**src/rtl/sr_pulse_gen.sv**
```systemverilog
// sr_pulse_gen: synchronises and debounces two push-buttons and turns
// accepted presses into single-cycle, mutually exclusive S/R pulses.
module sr_pulse_gen #(
    parameter int DEBOUNCE_CYCLES = 4,
    parameter int CNT_W           = 5
) (
    input  logic CLK,
    input  logic RST_L,
    input  logic SET_BTN,
    input  logic RST_BTN,
    output logic S,
    output logic R,
    output logic S_STABLE,
    output logic R_STABLE,
    output logic CONFLICT
);

    typedef enum logic [1:0] {
        LO,
        WAIT_HI,
        HI,
        WAIT_LO
    } state_t;

    localparam logic [CNT_W-1:0] TERM = CNT_W'(DEBOUNCE_CYCLES - 1);

    // channel 0 = set button, channel 1 = reset button
    logic [1:0]       raw;
    logic [1:0]       sync1;
    logic [1:0]       sync2;
    logic [1:0]       rise;
    logic [1:0]       fall;
    logic [1:0]       stable_q;
    state_t           state_q [2];
    state_t           state_d [2];
    logic [CNT_W-1:0] cnt_q   [2];
    logic [CNT_W-1:0] cnt_d   [2];

    assign raw = {RST_BTN, SET_BTN};

    always_ff @(posedge CLK or negedge RST_L) begin
        if (!RST_L) begin
            sync1 <= '0;
            sync2 <= '0;
        end else begin
            sync1 <= raw;
            sync2 <= sync1;
        end
    end

    always_ff @(posedge CLK or negedge RST_L) begin
        if (!RST_L) begin
            for (int i = 0; i < 2; i++) begin
                state_q[i] <= LO;
                cnt_q[i]   <= '0;
            end
        end else begin
            for (int i = 0; i < 2; i++) begin
                state_q[i] <= state_d[i];
                cnt_q[i]   <= cnt_d[i];
            end
        end
    end

    always_comb begin
        for (int i = 0; i < 2; i++) begin
            state_d[i] = state_q[i];
            cnt_d[i]   = cnt_q[i];
            rise[i]    = 1'b0;
            fall[i]    = 1'b0;
            unique case (state_q[i])
                LO: begin
                    if (sync2[i]) begin
                        state_d[i] = WAIT_HI;
                        cnt_d[i]   = '0;
                    end
                end
                WAIT_HI: begin
                    if (!sync2[i]) begin
                        state_d[i] = LO;
                    end else if (cnt_q[i] == TERM) begin
                        state_d[i] = HI;
                        rise[i]    = 1'b1;
                    end else begin
                        cnt_d[i] = cnt_q[i] + CNT_W'(1);
                    end
                end
                HI: begin
                    if (!sync2[i]) begin
                        state_d[i] = WAIT_LO;
                        cnt_d[i]   = '0;
                    end
                end
                WAIT_LO: begin
                    if (sync2[i]) begin
                        state_d[i] = HI;
                    end else if (cnt_q[i] == TERM) begin
                        state_d[i] = LO;
                        fall[i]    = 1'b1;
                    end else begin
                        cnt_d[i] = cnt_q[i] + CNT_W'(1);
                    end
                end
                default: state_d[i] = LO;
            endcase
        end
    end

    // simultaneous rises are suppressed and flagged instead
    always_ff @(posedge CLK or negedge RST_L) begin
        if (!RST_L) begin
            stable_q <= '0;
            S        <= 1'b0;
            R        <= 1'b0;
            CONFLICT <= 1'b0;
        end else begin
            stable_q <= (stable_q | rise) & ~fall;
            S        <= rise[0] & ~rise[1];
            R        <= rise[1] & ~rise[0];
            CONFLICT <= &rise;
        end
    end

    assign S_STABLE = stable_q[0];
    assign R_STABLE = stable_q[1];

endmodule

```
**config.mk**
```make
export PLATFORM = sky130hd
export DESIGN_NAME = sr_pulse_gen
export DESIGN_NICKNAME = d
export VERILOG_FILES = /design/src/rtl/sr_pulse_gen.sv
export SDC_FILE = /design/constraint.sdc
export NUM_CORES = 1
export LEC_CHECK = 0
export ABC_AREA = 0
export CORE_UTILIZATION = 54
export CTS_CLUSTER_SIZE = 16
export DETAILED_ROUTE_END_ITERATION = 8
export PLACE_DENSITY = 0.84
export SLEW_MARGIN = 30
export SYNTH_ARGS = -nofsm -noshare
export SYNTH_HDL_FRONTEND = slang
export SYNTH_SLANG_ARGS = --single-unit
export TNS_END_PERCENT = 10
```
**constraint.sdc**
```tcl
create_clock -name CLK -period 1.6 [get_ports CLK]
set_input_delay 0.16 -clock CLK [delete_from_list [all_inputs] [get_ports CLK]]
set_output_delay 0.16 -clock CLK [all_outputs]
set_load 0.01 [all_outputs]
```
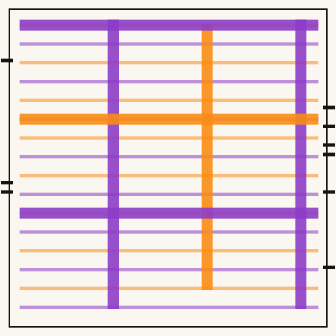
Fig. 1. Supply network (run 1).
Pins as bars on the die edge.
Orange is VDD. Purple is VSS.
3 straps on met5. 16 met1 rails follow the rows. 9 signal pins sit on the boundary.

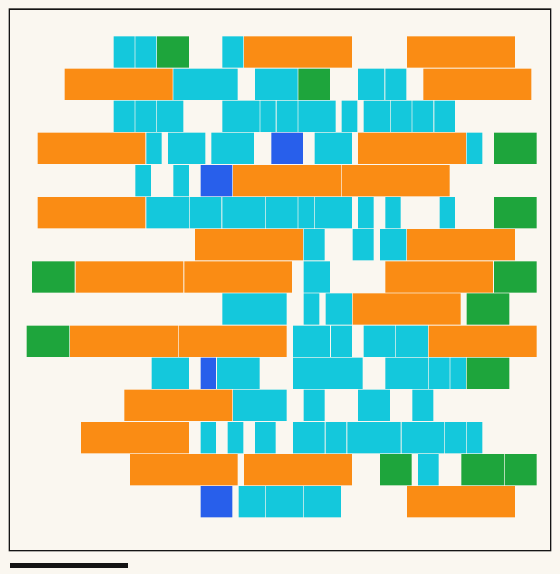
Fig. 2. Placement by cell class (run 1).
Bar = 10 um.
Green is remaining buffers and delay cells, cells 12, share of their area 9.4%. Cyan is remaining logic cells, cells 69, share of their area 40%. Orange is registers, cells 23, share of their area 49%. Blue is clock drivers and dummy loads, cells 4, share of their area 2.2%.

==> reports/metrics.csv, run 1 <==
metric;value;unit
grt_max_degree;24;
synth_chip_area;1032;um^2
criticalPathCategory;reg2reg;
drtAntennaViolNets;0;
vias_per_cell;5.714;
fin_crit;1.531;ns
cap_violations;0;
root_buffer;clkbuf_4;
floorplan.nets;99;
syn2layout_area_growth;17.09;%
warnings;26;
finalCoreUtilization;0.6851;
cp_max_fo;5;
cp.buffers_inverters;0;
avgRoutedWirePerCell;14.10;um
yosysTopAreaCellShare;0.5576;
die_w;45.72;um
grt_overflow;0;
ys_warn_count;0;
synthDistinctLibCells;29;
place_congestion;0.7386;
wirelength;1875;um
irDropWorstVdd;894.5;uV
p_leak;0.5417;nW
grt_pass1_vias;646;
ys_cells;93;
nets;115;
worstSetupEndpointType;register;
coreArea;1764;um^2
status;finished, final reports clean;
rsz0062_at_grt;false;
syn-cell-area;1032;um^2
dieArea;2090;um^2
io_pins;9;
p_per_area;1396;nW/um^2
row_count;15;
hold_class;in2async;
avgSynthCellArea;11.10;um^2
cp_top_family;simple AND/OR/NAND/NOR gates;
antennaDiodeCount;0;
layout_top_cells;dfrtp_1, nand3_1, clkdlybuf4s50_1;
final_common_cell;dfrtp_1;
die_h;45.72;um
fin_crit_sh;0.9567;
postSynthCellCount;93;
cts_tree;yes;
postPlaceCellArea;1162;um^2
final-max-slew-violation-count;0;
r2r-start;cnt_q[6];
reg2reg_depth;3;
setup_violations;0;
start_kind;register;
dp_hpwl;1315;um
hold_viol;0;
portBuffers;8;
cp_slowest_cell;or4b_1;
critPathArrivalTime;1.75;ns
drc_errors;0;
drive_gt1_frac;0.1111;
dr.pass1.iters;4;
hold_buffers;0;
worstPathRequired;1.82;ns
path_cells;ha_2, or4b_1, a32o_1;
max_stage_delay;0.50;ns
clk_latency;0.31;ns
dr_total_vias;760;
hold_slack;0.1730;ns
max_slew_margin;0.5988;
clkSinkCount;23;
setup_slack;0.06929;ns
cts_buffers;3;
path_clk_slew;0.12;ns
grt_pass1_wl;2870;um
ys_ff;23;
fp_util;0.5851;
htreeDepth;1;
clockBufferDepth;2;
worstReg2RegEnd;cnt_q[7];
gr-usage-all-layers;0.1987;
fillCellCount;139;
ff2ff_setup_slack;0.07;ns
stdcell_area;1209;um^2
worst_slew_pin_slew;0.5976;ns
ys_seq_share;0.5576;
clock-skew-final;0.003221;ns
first_iter_violations;34;
fmax;653.3;MHz
antenna_found_initial;0;
yosys-top-cells-area;dfrtp_1, nand3_1, nor2b_1, a32o_1, or4b_1;
post-place-ws;0.02115;ns
finalSetupTns;0;ns
yosys.area.top_type;dfrtp_1;
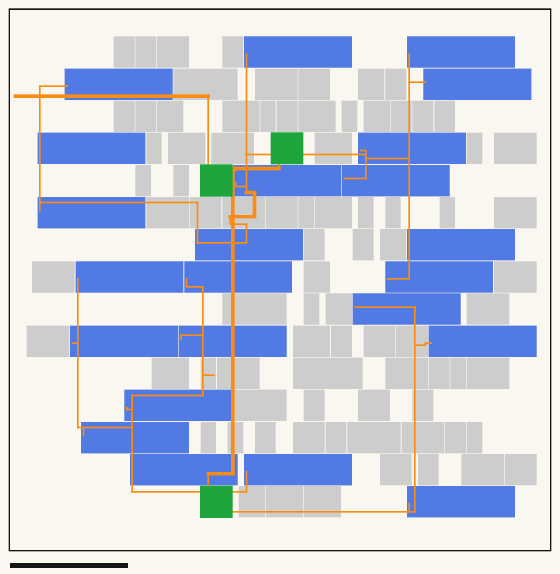
Fig. 3. Clock distribution (run 1).
Bar = 10 um.
Orange is clock wires, length 256 um. Blue is flip-flops, count 23. Green is clock-net drivers, count 3.
Position of the flops: spread over the die. There are 4 routed clock nets.

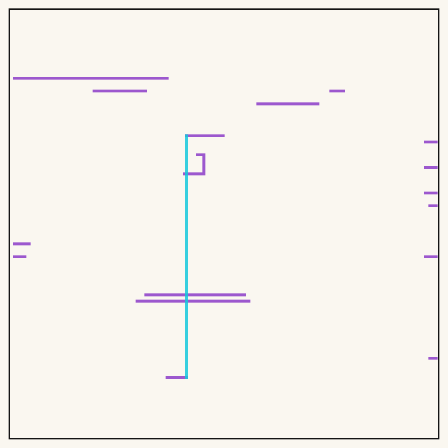
Fig. 4. Metal layers overlaid (run 1).
Only two layers are drawn.
Purple is M3, wire length 71.7 um. Cyan is M4, wire length 25.8 um.

[run 1: metal layers]
metal  track usage  vias up  wire (um)
met1        0.2824      363        852
met3       0.03571        2         71
met4       0.08824        0         25
met5             0        -          0
li1              -      370          -
met2        0.2971       25        925
[run 1: state kept, by name, indices dropped and copies added (netlist names), named ones only]
register  flops
S             1
sync2         2
stable_q      2
CONFLICT      1
sync1         2
cnt_q        10
state_q       2
R             1
[run 1: stage by stage]
step,total power [mW],instances
global route,1.797,133
global placement,1.331,128
finish,1.688,133
CTS,1.648,132
floorplan,1.205,93
detailed placement,1.377,128
[run 1: synth_stat cells]
cell	instances
mux2i_1	1
xnor2_1	2
a21oi_2	1
nor2_1	5
inv_1	5
and3b_1	1
and2_1	1
o211ai_1	1
nand3b_1	1
nand4_1	2
clkbuf_1	1
nand3_1	14
ha_1	2
mux2_4	1
a21boi_0	1
dfrtp_1	23
nand2_1	5
nor2b_1	5
nand4b_1	1
or4b_1	3
nor3b_2	1
xor2_1	1
o21ai_0	4
a21oi_1	2
a21o_1	2
nor4b_1	1
o21a_1	1
a32o_1	3
a31o_1	2
[run 1: worst max path at each step]
stage / to / startpoint / depth (start not counted)
after floorplan: cnt_q[0] / cnt_q[0] / 4
after global placement: cnt_q[0] / cnt_q[0] / 4
after detailed placement: cnt_q[0] / cnt_q[0] / 4
after CTS: cnt_q[0] / cnt_q[0] / 4
after global routing: cnt_q[0] / cnt_q[0] / 4
final: cnt_q[7] / cnt_q[6] / 3
[run 1: cell families after synthesis]
logic type | after synthesis | synth area share
xor gates and xnor gates | 3 | 0.02546
AOI/OAI and AO/OA | 17 | 0.1200
and+or+nand+nor | 40 | 0.2267
buffers and inverters | 6 | 0.02182
muxes | 2 | 0.02424
DFF | 23 | 0.5576
adders and majority gates | 2 | 0.02424
[run 1: area by class of cell]
type	count	area (um^2)	area share
sequential	23	575.6	0.4762
inverter	5	18.77	0.01553
multi-input combinational	64	446.7	0.3696
tap	25	31.28	0.02588
clock buffer	4	26.28	0.02174
timing repair buffer	12	110.1	0.09110
[run 1: worst register-to-register path, delay by kind of cell (launching register included)]
family / cells / cell delay, ns
and+or+nand+nor: 1 / 0.50
DFF: 1 / 0.42
AOI/OAI and AO/OA: 1 / 0.28
adders and majority gates: 1 / 0.23
[run 1: power by group]
| group | internal, mW | switching (mW) |
|---|---|---|
| Combinational | 0.281 | 0.303 |
| Sequential | 0.697 | 0.136 |
| Clock | 0.0975 | 0.174 |
[run 1: what timing repair did]
item / CTS / global route
setup endpoints to repair: 1 / 3
pin swaps: 0 / 0
hold endpoints to repair: 0 / 0
setup buffers: 0 / 1
resized: 1 / 2
--- run 2 (diff from run 1) ---
Settings changed: CORE_ASPECT_RATIO set to 0.5, CORE_UTILIZATION 54 to 30, PLACE_DENSITY 0.84 to 0.56.
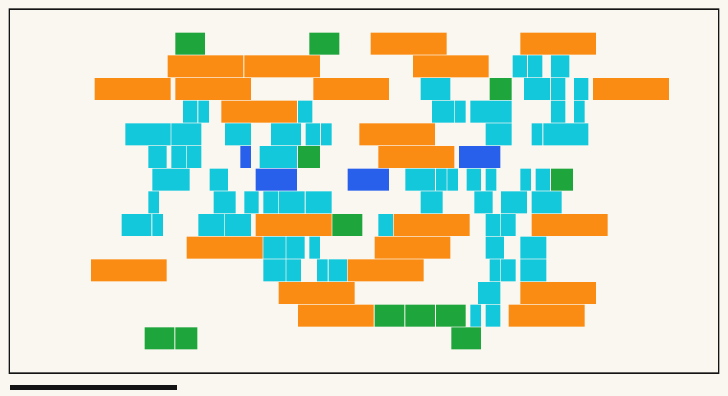
Fig. 5. Placement by cell class (run 2).
Bar = 20 um.
Green is remaining buffers and delay cells, cells 12, share of their area 9.2%. Orange is registers, cells 23, share of their area 48%. Cyan is remaining logic cells, cells 69, share of their area 39%. Blue is clock drivers and dummy loads, cells 4, share of their area 3.8%.

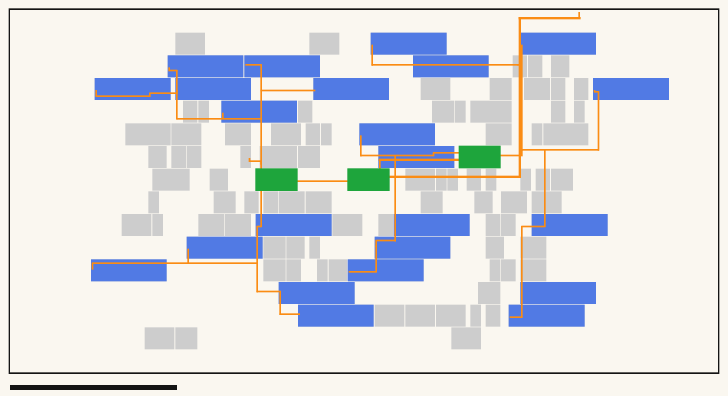
Fig. 6. Clock distribution (run 2).
Bar = 20 um.
Green is clock-net drivers, count 3. Orange is clock wires, length 292 um. Blue is flip-flops, count 23.
There are 4 routed clock nets.

==> run 2 against run 1 <==
Worst hold slack gained 0.069 ns. Wire length down 3.4%. Clock skew decreased by 0.0024 ns. Sequential power barely moved. Critical path depth up 1.
==> reports/metrics.csv, run 2 <==
metric;value;unit;change
status;finished, final reports clean;;unchanged
setup_violations;0;;unchanged
cp.buffers_inverters;0;;unchanged
fin_crit;1.545;ns;was 1.531 ns
fmax;647.3;MHz;was 653.3 MHz
clock-skew-final;0.0007918;ns;was 0.003221 ns
ys_warn_count;0;;unchanged
drc_errors;0;;unchanged
finalSetupTns;0;ns;unchanged
dp_hpwl;1298;um;was 1315 um
dieArea;3694;um^2;was 2090 um^2
grt_max_degree;24;;unchanged
clk_latency;0.26;ns;was 0.31 ns
max_stage_delay;0.41;ns;was 0.50 ns
critPathLaunch;cnt_q[0];;was cnt_q[6]
irDropWorstVdd;365.8;uV;was 894.5 uV
max_slew_margin;0.6553;;was 0.5988
root_buffer;clkbuf_8;;was clkbuf_4
cap_violations;0;;unchanged
path_cells;ha_1, nor2b_2, a21oi_2, mux2_4;;was ha_2, or4b_1, a32o_1
p_sw_frac;0.3378;;was 0.3632
use_met2;0.1903;;was 0.2971
fillCellCount;303;;was 139
synth_chip_area;1032;um^2;unchanged
cp_slowest_cell;dfrtp_1;;was or4b_1
die_w;84.96;um;was 45.72 um
grt_overflow;0;;unchanged
antenna_found_initial;0;;unchanged
nets;115;;unchanged
postSynthCellCount;93;;unchanged
p_comb_frac;0.312;;was 0.346
syn-cell-area;1032;um^2;unchanged
fp_util;0.3292;;was 0.5851
intPower;1.141;mW;was 1.075 mW
io_pins;9;;unchanged
final-max-slew-violation-count;0;;unchanged
grt_util_met3;0.04000;;was 0.03571
layout_top_cells;dfrtp_1, nand3_1, clkdlybuf4s50_1;;unchanged
yosys.area.top_type;dfrtp_1;;unchanged
worstPathRequired;1.75;ns;was 1.82 ns
gr-usage-met1;0.1418;;was 0.2824
switching_power;0.5821;mW;was 0.6130 mW
antennaDiodeCount;0;;unchanged
clockBufferDepth;2;;unchanged
regMostFlops;cnt_q;;unchanged
yosys-top-cells-area;dfrtp_1, nand3_1, nor2b_1, a32o_1, or4b_1;;unchanged
grt_pass1_vias;702;;was 646
postCtsSetupBuffers;0;;unchanged
htreeDepth;1;;unchanged
most_common_cell;dfrtp_1;;unchanged
synthDistinctLibCells;29;;unchanged
coreArea;3136;um^2;was 1764 um^2
warnings;26;;unchanged
worst_slew_pin_slew;0.5134;ns;was 0.5976 ns
ys_cells;93;;unchanged
top_usage_layer;met2;;unchanged
row_count;14;;was 15
start_kind;register;;unchanged
yosysTopAreaCellShare;0.5576;;unchanged
setup_slack;0.05521;ns;was 0.06929 ns
place_congestion;0.7475;;was 0.7386
avgRoutedWirePerCell;12.24;um;was 14.10 um
power_frac_seq;0.482;;was 0.493
edf_count;0;;unchanged
criticalPathCategory;reg2reg;;unchanged
clkSinkCount;23;;unchanged
postPlaceCellArea;1189;um^2;was 1162 um^2
ys.flop_type;dfrtp_1;;unchanged
floorplan.nets;99;;unchanged
p_per_area;1387;nW/um^2;was 1396 nW/um^2
drtAntennaViolNets;0;;unchanged
ys_seq_share;0.5576;;unchanged
path_clk_slew;0.08;ns;was 0.12 ns
grt_pass1_wl;3146;um;was 2870 um
dr.pass1.iters;4;;unchanged
cp_max_fo;6;;was 5
drive_gt1_frac;0.1204;;was 0.1111
largest_reg_flops;10;;unchanged
cts_tree;yes;;unchanged
dp_cells;144;;was 128
post-place-ws;0.05213;ns;was 0.02115 ns
cp_top_family;flip-flops;;was simple AND/OR/NAND/NOR gates
ys_ff;23;;unchanged
synth-async-reset-ratio;1.000;;unchanged
final_common_cell;dfrtp_1;;unchanged
p_clk_frac;0.206;;was 0.161
power;1.723;mW;was 1.688 mW
stdcell_area;1242;um^2;was 1209 um^2
wirelength;1811;um;was 1875 um
cts_buffers;3;;unchanged
portBuffers;8;;unchanged
worstSetupEndpointType;register;;unchanged
first_iter_violations;33;;was 34
p_leak;0.5510;nW;was 0.5417 nW
syn2layout_area_growth;20.36;%;was 17.09%
r2r-start;cnt_q[0];;was cnt_q[6]
vias_per_cell;4.993;;was 5.714
gr-usage-all-layers;0.1120;;was 0.1987
fin_crit_sh;0.9655;;was 0.9567
hold_class;in2async;;unchanged
critPathArrivalTime;1.69;ns;was 1.75 ns
dr_total_vias;739;;was 760
die_h;43.48;um;was 45.72 um
avgSynthCellArea;11.10;um^2;unchanged
## run 2: cell count changes in the layout (fill, tap and decap cells not counted)
| cell | before | now |
|---|---|---|
| clkbuf_4 | 3 | 0 |
| or4b_4 | 0 | 1 |
| a21oi_4 | 1 | 0 |
| clkbuf_8 | 0 | 3 |
| a21oi_2 | 0 | 1 |
| or4b_1 | 3 | 2 |
## run 2: through the flow
| step | hold slack [ns] | util |
|---|---|---|
| floorplan | -0.1356 | - |
| global placement | 0.3317 | 0.3791 |
| detailed placement | 0.3347 | 0.3791 |
| CTS | 0.2517 | 0.3935 |
| global route | 0.2679 | 0.3962 |
| finish | 0.2420 | 0.3962 |
## run 2: worst reg2reg max path, stage by stage, from the launching register on
cell	delay, ns
dfrtp_1	0.41
ha_1	0.24
nor2b_2	0.20
a21oi_2	0.26
mux2_4	0.33
## run 2: kinds of logic after synthesis
group                      share of synthesized area
and+or+nand+nor                               0.2267
DFF                                           0.5576
AOI/OAI and AO/OA                             0.1200
buffers and inverters                        0.02182
xor gates and xnor gates                     0.02546
muxes                                        0.02424
adders and majority gates                    0.02424
## run 2: area by class of cell
cell class	instances	area [um^2]	share of cell area
Sequential cell	23	575.6	0.4632
Multi-Input combinational cell	64	442.9	0.3565
Timing Repair Buffer	12	110.1	0.08862
Tap cell	40	50.05	0.04028
Clock buffer	4	45.04	0.03625
Inverter	5	18.77	0.01511
## run 2: path summary, 6_finish.rpt
path / endpoint / slack (ns) / depth (start not counted)
min: cnt_q[1] / 0.24 / 2
max: cnt_q[0] / 0.06 / 4
min in group CLK: sync1[1] / 0.34 / 1
max in group asynchronous: cnt_q[6] / 1.13 / 2
min reg2reg: sync2[1] / 0.35 / 0
max reg2reg: cnt_q[0] / 0.06 / 4
## run 2: routing by layer
metal  share of wire  vias up
li1                -      365
met1            0.51      368
met2            0.46        4
met3           0.019        2
met4           0.010        0
met5               0        -
## run 2: power groups by stage
stage	clock [mW]	combinational (mW)	sequential, mW
global route	0.402	0.610	0.853
global placement	0	0.529	0.835
detailed placement	0	0.536	0.839
CTS	0.368	0.539	0.828
finish	0.355	0.537	0.831
floorplan	0	0.404	0.801
## run 2: what timing repair did
action / 4_1_cts / 5_1_grt
setup endpoints to repair: 0 / 2
hold buffers: 0 / 0
hold endpoints to repair: 0 / 0
gates resized: 0 / 3
Power and IR drop assume default switching activity.
